`config.mk`:
```
export PLATFORM = sky130hd
export DESIGN_NAME = ccip_mmio_responder
export DESIGN_NICKNAME = d
export VERILOG_FILES = /design/src/rtl/ccip_mmio_responder.sv
export SDC_FILE = /design/constraint.sdc
export NUM_CORES = 2
export LEC_CHECK = 0
export CAP_MARGIN = 40
export CELL_PAD_IN_SITES_DETAIL_PLACEMENT = 0
export CELL_PAD_IN_SITES_GLOBAL_PLACEMENT = 1
export CORE_AREA = 4 4 362 364
export CTS_CLUSTER_DIAMETER = 200
export DETAILED_ROUTE_END_ITERATION = 8
export DIE_AREA = 0 0 366 368
export GPL_ROUTABILITY_DRIVEN = 0
export PLACE_DENSITY_LB_ADDON = 0.1
export SYNTH_ARGS = -nofsm -noshare
export SYNTH_HDL_FRONTEND = slang
export SYNTH_SLANG_ARGS = --single-unit
```
`constraint.sdc`:
```
create_clock -name pClk -period 3.3 [get_ports pClk]
set_clock_uncertainty 0.15 [all_clocks]
set_input_delay 0.66 -clock pClk [delete_from_list [all_inputs] [get_ports pClk]]
set_output_delay 0.66 -clock pClk [all_outputs]
set_load 0.02 [all_outputs]
```
`src/rtl/ccip_mmio_responder.sv`:
```
// ccip_mmio_responder
//   AFU-side responder for host MMIO accesses arriving on CCI-P c0 Rx.
//   Reads are answered on c2 Tx with a fixed two-cycle latency; writes update
//   a bank of NUM_REGS 64-bit user CSRs. The map holds the DFH/AFU_ID block,
//   the user CSRs at REG_BASE and NUM_STATUS read-only status words at
//   STATUS_BASE. All addresses are DWORD addresses.
// Ports
//   pClk, pReset_n      clock, synchronous active-low reset
//   rx_mmio_*           MMIO request (wr/rd strobes, addr, len, tid, wdata)
//   tx_mmio_rsp_*       read response (valid, echoed tid, data)
//   csr_q               user CSR contents, CSR i at [64*i+:64]
//   csr_wr_pulse        one-cycle pulse per CSR written
//   status_in           RO status words, sampled when a read is answered
module ccip_mmio_responder #(
    parameter int unsigned NUM_REGS    = 8,
    parameter int unsigned NUM_STATUS  = 4,
    parameter logic [63:0] DFH_VALUE   = 64'h1000_0000_0000_0000,
    parameter logic [63:0] AFU_ID_L    = 64'h0,
    parameter logic [63:0] AFU_ID_H    = 64'h0,
    parameter logic [15:0] REG_BASE    = 16'h0020,
    parameter logic [15:0] STATUS_BASE = 16'h0040
) (
    input  logic                     pClk,
    input  logic                     pReset_n,
    input  logic                     rx_mmio_wr_valid,
    input  logic                     rx_mmio_rd_valid,
    input  logic [15:0]              rx_mmio_addr,
    input  logic [1:0]               rx_mmio_len,
    input  logic [8:0]               rx_mmio_tid,
    input  logic [63:0]              rx_mmio_wdata,
    output logic                     tx_mmio_rsp_valid,
    output logic [8:0]               tx_mmio_rsp_tid,
    output logic [63:0]              tx_mmio_rsp_data,
    output logic [NUM_REGS*64-1:0]   csr_q,
    output logic [NUM_REGS-1:0]      csr_wr_pulse,
    input  logic [NUM_STATUS*64-1:0] status_in
);

    // 64-bit word indices of the CSR and status regions
    localparam logic [14:0] REG_W  = REG_BASE[15:1];
    localparam logic [14:0] STAT_W = STATUS_BASE[15:1];

    logic [14:0]         addr_w;
    logic [NUM_REGS-1:0] wr_hit;
    logic                rd_csr_hit;
    logic [63:0]         rd_csr_word;

    logic                rd_v1;
    logic [15:0]         rd_addr1;
    logic [1:0]          rd_len1;
    logic [8:0]          rd_tid1;
    logic                rd_csr_hit1;
    logic [63:0]         rd_csr_word1;

    logic [14:0]         rd_w1;
    logic [63:0]         word2;
    logic [31:0]         half2;
    logic [63:0]         rsp_next;

    assign addr_w = rx_mmio_addr[15:1];
    assign rd_w1  = rd_addr1[15:1];

    // Request-cycle CSR decode, shared by the write path and read stage 1
    always_comb begin
        wr_hit      = '0;
        rd_csr_hit  = 1'b0;
        rd_csr_word = '0;
        for (int unsigned i = 0; i < NUM_REGS; i++) begin
            if (addr_w == REG_W + 15'(i)) begin
                wr_hit[i]   = rx_mmio_wr_valid;
                rd_csr_hit  = 1'b1;
                rd_csr_word = csr_q[64*i +: 64];
            end
        end
    end

    // CSR write path: 8B replaces the word, 4B replaces the half at addr[0]
    always_ff @(posedge pClk) begin
        if (!pReset_n) begin
            csr_q        <= '0;
            csr_wr_pulse <= '0;
        end else begin
            csr_wr_pulse <= wr_hit;
            for (int unsigned i = 0; i < NUM_REGS; i++) begin
                if (wr_hit[i]) begin
                    if (rx_mmio_len != 2'b00) begin
                        csr_q[64*i +: 64] <= rx_mmio_wdata;
                    end else if (rx_mmio_addr[0]) begin
                        csr_q[64*i+32 +: 32] <= rx_mmio_wdata[31:0];
                    end else begin
                        csr_q[64*i +: 32] <= rx_mmio_wdata[31:0];
                    end
                end
            end
        end
    end

    // Read stage 1. The CSR word is captured here, before a same-cycle write
    // lands, so a read alongside a write returns the pre-write value while a
    // read one cycle after a write still sees the new value.
    always_ff @(posedge pClk) begin
        if (!pReset_n) begin
            rd_v1        <= 1'b0;
            rd_addr1     <= '0;
            rd_len1      <= '0;
            rd_tid1      <= '0;
            rd_csr_hit1  <= 1'b0;
            rd_csr_word1 <= '0;
        end else begin
            rd_v1        <= rx_mmio_rd_valid;
            rd_addr1     <= rx_mmio_addr;
            rd_len1      <= rx_mmio_len;
            rd_tid1      <= rx_mmio_tid;
            rd_csr_hit1  <= rd_csr_hit;
            rd_csr_word1 <= rd_csr_word;
        end
    end

    // Read stage 2: fixed block, status words (sampled live) or zero
    always_comb begin
        word2 = '0;
        if (rd_csr_hit1) begin
            word2 = rd_csr_word1;
        end else begin
            case (rd_w1)
                15'd0:   word2 = DFH_VALUE;
                15'd1:   word2 = AFU_ID_L;
                15'd2:   word2 = AFU_ID_H;
                default: word2 = '0;
            endcase
            for (int unsigned i = 0; i < NUM_STATUS; i++) begin
                if (rd_w1 == STAT_W + 15'(i)) begin
                    word2 = status_in[64*i +: 64];
                end
            end
        end
        half2    = rd_addr1[0] ? word2[63:32] : word2[31:0];
        rsp_next = (rd_len1 == 2'b00) ? {half2, half2} : word2;
    end

    always_ff @(posedge pClk) begin
        if (!pReset_n) begin
            tx_mmio_rsp_valid <= 1'b0;
            tx_mmio_rsp_tid   <= '0;
            tx_mmio_rsp_data  <= '0;
        end else begin
            tx_mmio_rsp_valid <= rd_v1;
            if (rd_v1) begin
                tx_mmio_rsp_tid  <= rd_tid1;
                tx_mmio_rsp_data <= rsp_next;
            end
        end
    end

endmodule
```
==> impl_metrics.ini <==
; generated from flow reports
[timing]
worstMarginPinSlew_ps = 1400
max_freq_mhz = 337
maxSlewHeadroom_pct = 6.97
slew_viol_final = 0
finalHoldViolCount = 0
rsz0062_at_grt = no
fin_crit_sh_pct = 89.8

[logic_synthesis]
ys_area_um2 = 30200
synth-edff-count = 0
synthAoiAreaFrac_pct = 23.1
most_common_cell = nand2_1
ff_type = dfxtp_1
ys_cells = 3592
logic_family = AND-OR/OR-AND gates
xor_area_share_pct = 0
synth_nets = 3943
synth_area_um2 = 30200
synth-simple-area-share_pct = 19.0
ys_warn_count = 0
ys_ff = 687
synthTopCellsByCount = 699 x nand2_1, 687 x dfxtp_1, 295 x nor2_1
top_area_cell = dfxtp_1
syn_area_per_cell_um2 = 8.42
ys_seq_share_pct = 45.5
yosysUniqueCellTypes = 64
mux_share_pct = 7.10

[hold_path]
holdPathStages = 3
holdPathEnd = rd_csr_hit1
hold_class = in -> reg

[floorplan]
die-area_um2 = 135000
ioPinCount = 945
rows = 131

[route]
wl_met2_um = 95200
wl_per_cell_um = 32.3
top_layer = met5
detail-route-antenna-nets = 0
wl_met3_um = 14400
drt_iter0_drc = 2994
dr.pass1.iters = 9
wirelength_um = 204000
vias = 32446
viasPerCell = 5.16

[worst_setup_path]
worstRegToRegCells = 5
r2r_end = tx_mmio_rsp_data[25]
arrival_ps = 3360
ff2ff_setup_slack_ps = 710
crit_path_end_kind = flip-flop
worstReg2RegStart = rd_addr1[9]
setup.worst_path.start_class = primary input
critPathMaxFanout = 27
critical_path_class = in -> reg

[finish]
final_cell_mix = 941 x clkdlybuf4s50_1, 699 x nand2_1, 683 x dfxtp_1, 291 x nor2_1, 285 x a21oi_1
largest_reg_flops = 512
top_regs = csr_q x512, rd_csr_word1 x64, tx_mmio_rsp_data x64
final_cell_area_um2 = 46400
finalNonFillerCells = 6292
top_register = csr_q
area_growth_pct = 53.5

[clock_tree]
path_clk_slew_ps = 60
cts.repair.resized = 0
clockBufferDepth = 3
cts-hold-fix-buffers = 0
root_buffer = clkbuf_16
cts_tree = built

[job]
warnings = 42
maxCapViolations = 0

[power_and_ir_drop]
pwr-share-comb_pct = 10.4
p_int_mw = 15.3
power_combinational_mw = 2.15
switching_power_mw = 5.32
power_frac_seq_pct = 40.8
clkPwrFrac_pct = 48.7
power_density_nw_per_um2 = 444

[grt]
grt_start_max_net_pins = 174
grt.total_usage_pct = 28.9
antenna_found_initial = 34
overflow = 0
gr-usage-met1_pct = 37.5
first_global_vias = 31156
grt_first_pass_wirelength_um = 275000

[outcome]
status = completed

[placement]
placed_cell_area_um2 = 43400
place_hpwl_um = 158000
## through the flow
stage / power [mW] / worst slack [ps] / util, %
final: 20.6 / 335 / 36.4
after global routing: 21.2 / 312 / 36.4
after CTS: 20.8 / 371 / 36.4
after detailed placement: 10.7 / -326 / 34.1
after global placement: 10.7 / -354 / 34.1
after floorplan: 9.40 / 711 / -
## layout make-up
type / count / area, µm²
clock buffers: 145 / 2750
inverters: 25 / 101
well taps: 1662 / 2080
multi-input cells: 2508 / 15000
flip-flops and latches: 687 / 13800
repair buffers: 1236 / 12400
clock inverters: 14 / 218
fillers: 13155 / 80900
diodes: 15 / 37.5
## worst max-delay path, cell delays in order
cell and delay (ps):
clkdlybuf4s50_1 500, nor4_4 400, buf_4 180, nand3_2 60, buf_4 190, or3_2 530, buf_12 210, a31o_2 320
o22ai_1 240
Clock distribution:
Drawn at 1.5 px/µm.
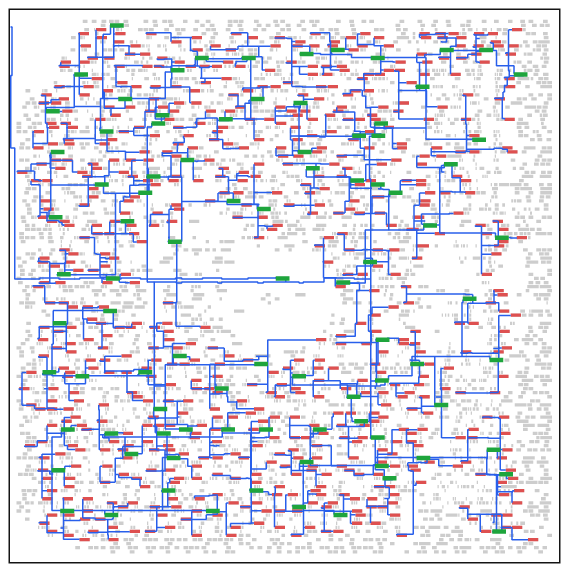
- blue: clock wires (length 11400 µm)
- red: flip-flops (count 687)
- green: cells driving clock nets (count 90)
- routed clock nets: 91
- flops lie: spread over the die
clk ins delay skew pair: 660 ps
Clock Power: 10.0 mW

Congestion heat map:
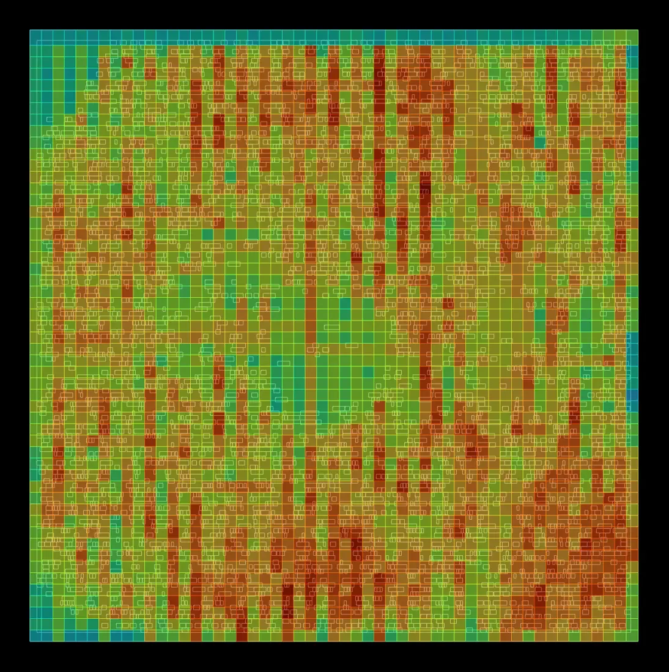
met2 Usage GRT: 47.7%
gr busiest metal: met2

M4 wires:
Drawn at 1 px/µm.
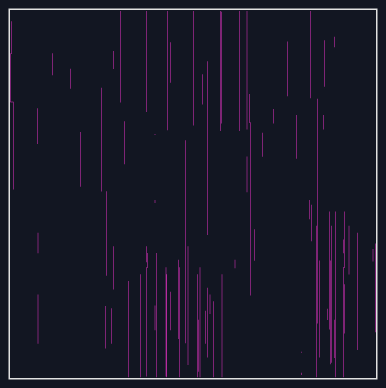
- longest straight run: 224 µm
- main direction: vertical
- nets with wire on the layer: 60

Cell area per tile:
37 x 37 tiles, from white (low) to dark blue (high), 0 to 100% covered.
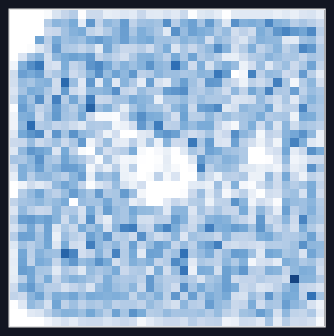
- nearly empty tiles: 5.1%
- tiles over 75% full: 0.40%
- mean over tiles: 33%
- emptiest ninth of the die: middle
- fullest tile: 92%
core area: 127000 µm²
Initial Util: 23.7%
Util after Layout: 36.4%

Floorplan with the power grid:
Drawn at 1 px/µm. Pins as bars on the die edge.
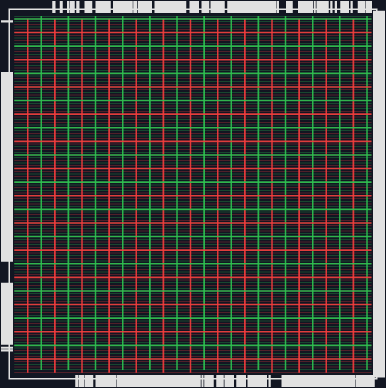
- red: VSS
- green: VDD
- met5 straps: 26
- met4 straps: 26
VDD IR-drop max: 0.317 mV
Die H: 368 µm

No activity file was given, so power comes from the tool's default toggle rates.
